Figure 1. Supply network.
Pins as bars on the die edge. Tap cells in gray.
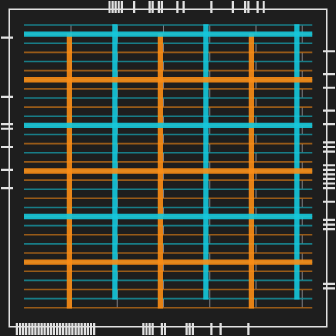
Figure 2. Cell classes on the final placement.
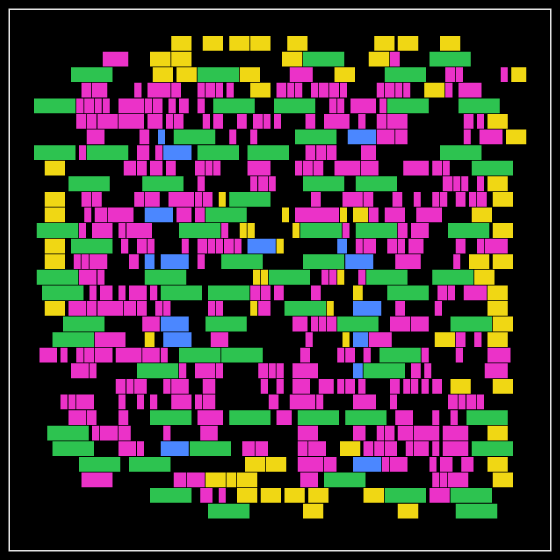
===== src/rtl/lap_timer_core.sv =====
// lap_timer_core: BCD stopwatch (mm:ss:cc) with start/stop, lap freeze and clear.
// Optional count-down/preload feature enabled by defining STOPWATCH_COUNTDOWN_EN;
// without it the core counts up only and expired stays 0.
module lap_timer_core #(
   parameter int unsigned DIV  = 10000,
   parameter int          WRAP = 1
) (
   input  logic        clk,
   input  logic        res,
   input  logic        start_stop,
   input  logic        lap,
   input  logic        clear,
   input  logic        mode_down,
   input  logic        load_valid,
   input  logic [23:0] load_time,
   output logic [23:0] time_bcd,
   output logic [23:0] disp_bcd,
   output logic        running,
   output logic        frozen,
   output logic        tick,
   output logic        expired
);

   localparam logic [15:0] DIV_M1  = 16'(DIV - 1);
   localparam logic [23:0] T_MAX   = 24'h595999;

   // Digit index 0 = ces_0X ... 5 = min_X0; tens of seconds/minutes roll at 5.
   function automatic logic [3:0] digit_max(input int idx);
      return (idx == 3 || idx == 5) ? 4'd5 : 4'd9;
   endfunction

   function automatic logic [23:0] bcd_inc(input logic [23:0] t);
      logic [23:0] r;
      logic        c;
      r = t;
      c = 1'b1;
      for (int i = 0; i < 6; i++) begin
         if (c) begin
            if (t[i*4 +: 4] >= digit_max(i)) begin
               r[i*4 +: 4] = 4'd0;
            end else begin
               r[i*4 +: 4] = t[i*4 +: 4] + 4'd1;
               c           = 1'b0;
            end
         end
      end
      return r;
   endfunction

   function automatic logic [23:0] bcd_dec(input logic [23:0] t);
      logic [23:0] r;
      logic        b;
      r = t;
      b = 1'b1;
      for (int i = 0; i < 6; i++) begin
         if (b) begin
            if (t[i*4 +: 4] == 4'd0) begin
               r[i*4 +: 4] = digit_max(i);
            end else begin
               r[i*4 +: 4] = t[i*4 +: 4] - 4'd1;
               b           = 1'b0;
            end
         end
      end
      return r;
   endfunction

   function automatic logic [23:0] bcd_clamp(input logic [23:0] t);
      logic [23:0] r;
      for (int i = 0; i < 6; i++) begin
         r[i*4 +: 4] = (t[i*4 +: 4] > digit_max(i)) ? digit_max(i) : t[i*4 +: 4];
      end
      return r;
   endfunction

   logic [23:0] r_time;
   logic [23:0] r_lap;
   logic [15:0] r_div;
   logic        r_running;
   logic        r_frozen;
   logic        r_tick;
   logic        r_expired;
   logic        r_ss_q;
   logic        r_lap_q;

   logic        w_ss_edge;
   logic        w_lap_edge;
   logic        w_div_wrap;
   logic        w_load;
   logic        w_down;
   logic [23:0] w_load_time;
   logic [23:0] w_time_inc;
   logic [23:0] w_time_dec;

`ifdef STOPWATCH_COUNTDOWN_EN
   assign w_load      = load_valid;
   assign w_down      = mode_down;
   assign w_load_time = bcd_clamp(load_time);
   assign expired     = r_expired;
`else
   logic w_unused_cfg;
   assign w_load       = 1'b0;
   assign w_down       = 1'b0;
   assign w_load_time  = 24'h000000;
   assign expired      = 1'b0;
   assign w_unused_cfg = ^{mode_down, load_valid, load_time, r_expired, bcd_clamp(load_time)};
`endif

   // Edge detection, divider terminal count and next-time candidates.
   always_comb begin
      w_ss_edge  = start_stop & ~r_ss_q;
      w_lap_edge = lap & ~r_lap_q;
      w_div_wrap = r_running && (r_div == DIV_M1);
      w_time_inc = bcd_inc(r_time);
      // Decrement saturates at zero so a tick at 00:00:00 holds.
      w_time_dec = (r_time == 24'h000000) ? 24'h000000 : bcd_dec(r_time);
   end

   // All stopwatch state; later assignments (overflow stop) override the run toggle.
   always_ff @(posedge clk) begin
      if (res) begin
         r_time    <= 24'h000000;
         r_lap     <= 24'h000000;
         r_div     <= 16'd0;
         r_running <= 1'b0;
         r_frozen  <= 1'b0;
         r_tick    <= 1'b0;
         r_expired <= 1'b0;
         r_ss_q    <= 1'b0;
         r_lap_q   <= 1'b0;
      end else begin
         r_ss_q  <= start_stop;
         r_lap_q <= lap;
         r_tick  <= 1'b0;
         if (w_ss_edge) r_running <= ~r_running;
         if (clear) begin
            r_time    <= 24'h000000;
            r_lap     <= 24'h000000;
            r_div     <= 16'd0;
            r_frozen  <= 1'b0;
            r_expired <= 1'b0;
         end else begin
            if (w_lap_edge) begin
               if (!r_frozen) begin
                  r_lap    <= r_time;
                  r_frozen <= 1'b1;
               end else begin
                  r_frozen <= 1'b0;
               end
            end
            if (w_load) begin
               r_time    <= w_load_time;
               r_expired <= 1'b0;
               r_div     <= 16'd0;
            end else if (w_div_wrap) begin
               r_div  <= 16'd0;
               r_tick <= 1'b1;
               if (w_down) begin
                  r_time <= w_time_dec;
                  if (w_time_dec == 24'h000000) begin
                     r_expired <= 1'b1;
                     r_running <= 1'b0;
                  end
               end else if (r_time == T_MAX && WRAP == 0) begin
                  r_running <= 1'b0;
               end else begin
                  r_time <= w_time_inc;
               end
            end else if (r_running) begin
               r_div <= r_div + 16'd1;
            end
         end
      end
   end

   assign time_bcd = r_time;
   assign disp_bcd = r_frozen ? r_lap : r_time;
   assign running  = r_running;
   assign frozen   = r_frozen;
   assign tick     = r_tick;

endmodule

===== config.mk =====
export PLATFORM = sky130hd
export DESIGN_NAME = lap_timer_core
export DESIGN_NICKNAME = d
export VERILOG_FILES = /design/src/rtl/lap_timer_core.sv
export SDC_FILE = /design/constraint.sdc
export NUM_CORES = 1
export LEC_CHECK = 0
export CAP_MARGIN = 20
export CORE_MARGIN = 4
export CORE_UTILIZATION = 45
export DETAILED_ROUTE_END_ITERATION = 12
export GPL_ROUTABILITY_DRIVEN = 0
export GPL_TIMING_DRIVEN = 0
export PLACE_DENSITY_LB_ADDON = 0.05
export SKIP_CTS_REPAIR_TIMING = 1
export SYNTH_ARGS = -nofsm -noshare
export SYNTH_HDL_FRONTEND = slang
export SYNTH_SLANG_ARGS = --single-unit

===== constraint.sdc =====
create_clock -name clk -period 3.72 [get_ports clk]
set_input_delay 0.93 -clock clk [delete_from_list [all_inputs] [get_ports clk]]
set_output_delay 0.93 -clock clk [all_outputs]
set_load 0.05 [all_outputs]

==> Changelog: implementation <==
## Flow update

- Status: complete, no violations
- Tcrit/Tclk final: 87.7%
- Met2 wire length: 3610 um
- Largest cell class by area: combinational gates
- Initial drt markers: 87
- Leak Pwr: 1.48 nW
- Ys flop type: dfxtp_1
- Yosys Warn Count: 0
- Post-detailed-route count of antenna-violating nets: 0
- DRC: 0
- Vias in the first global route: 2593
- CTS Buffer Depth: 2
- Comb_multi_in: 297
- Max Cap Viol: 0
- #FFs+latches synth: 69
- DR WL/cell: 13.8 um
- Area share, top type: 41.3%
- CTS tree: done
- Post-synthesis cell count: 402
- FMAX: 307 MHz
- Layout cells sized above 1: 8.69%
- Critical-path top delay cell: clkdlybuf4s50_1
- Hpwl dp: 5720 um
- Setup TNS: 0 ns
- Filler cells: 697
- Final setup vio count: 0
- Cell Type Count: 49
- Clk slew on worst S/H paths: 0.07 ns
- FP Util: 46.1%
- Post-synth top area cell: dfxtp_1
- CLK BUF: 12
- Grt total ovfl: 0
About Figure 1:
legend:
  orange:
    net: VSS
  cyan:
    net: VDD
met5 straps: 6
rows: 31
signal pins: 83
tap cells: 99
met4 straps: 6
Core ar.: 7250 um2
Die Height: 94.2 um
VDD IR max: 0.198 mV

About Figure 2:
legend:
  magenta:
    class: all other logic
    cells: 314
  yellow:
    class: other buffers and delay cells
    cells: 73
  blue:
    class: clock drivers and dummy loads
    cells: 16
  green:
    class: flip-flops
    cells: 69

-- stage by stage --
stage               worst slack, ns  util (%)  hold WS, ns  std cells
CTS                          -0.168      57.9        0.456        572
global route                  0.302      57.9        0.472        571
floorplan                     0.812         -        0.433        402
finish                        0.459      57.9        0.455        571
detailed placement            0.250      55.4        0.444        556
global placement              0.166      55.4        0.438        556
-- state kept, by name, indices dropped and copies added (netlist names) --
register and count:
r_lap 24, running 1, r_ss_q 1, time_bcd 24, frozen 1, r_div 16
tick 1, r_lap_q 1
-- where the power goes --
group          switching [mW]  internal, mW
sequential            0.00238         0.742
clock                   0.278         0.275
combinational          0.0516        0.0194
-- worst max-delay path by stage --
stage,to,depth (start not counted),slack [ns],startpoint
finish,disp_bcd[10],3,0.46,frozen
floorplan,disp_bcd[0],2,0.81,time_bcd[0]
global placement,disp_bcd[1],5,0.17,frozen
CTS,disp_bcd[1],5,-0.17,frozen
detailed placement,disp_bcd[3],5,0.25,frozen
global route,disp_bcd[0],4,0.30,frozen
-- cell usage in the layout (no fill, tap or decap), types with 11 or more instances in the layout --
cell type,n
o21ai_0,20
dfxtp_1,69
nand3_1,12
clkbuf_1,14
clkdlybuf4s50_1,55
ha_1,19
a21oi_1,37
clkbuf_8,11
nand2_1,77
nor2_1,34
inv_1,17
-- per-layer routing --
metal / vias to the layer above / GRT usage, %
li1: 1493 / -
met1: 1360 / 26.1
met2: 47 / 29.6
met3: 7 / 4.09
met4: 0 / 5.78
met5: - / 0
-- worst min-delay path, cell delays in order (launching register included) --
cell	delay, ns
dfxtp_1	0.31
nand2_1	0.05
a21oi_1	0.05
-- cell families after synthesis --
logic type / count (synthesis)
xor+xnor: 16
mux: 17
buf+inv: 36
compound gates: 73
simple gates: 171
fa+ha+maj: 19
other cells: 1
flops: 69
Power is estimated from default activity; no workload was simulated.
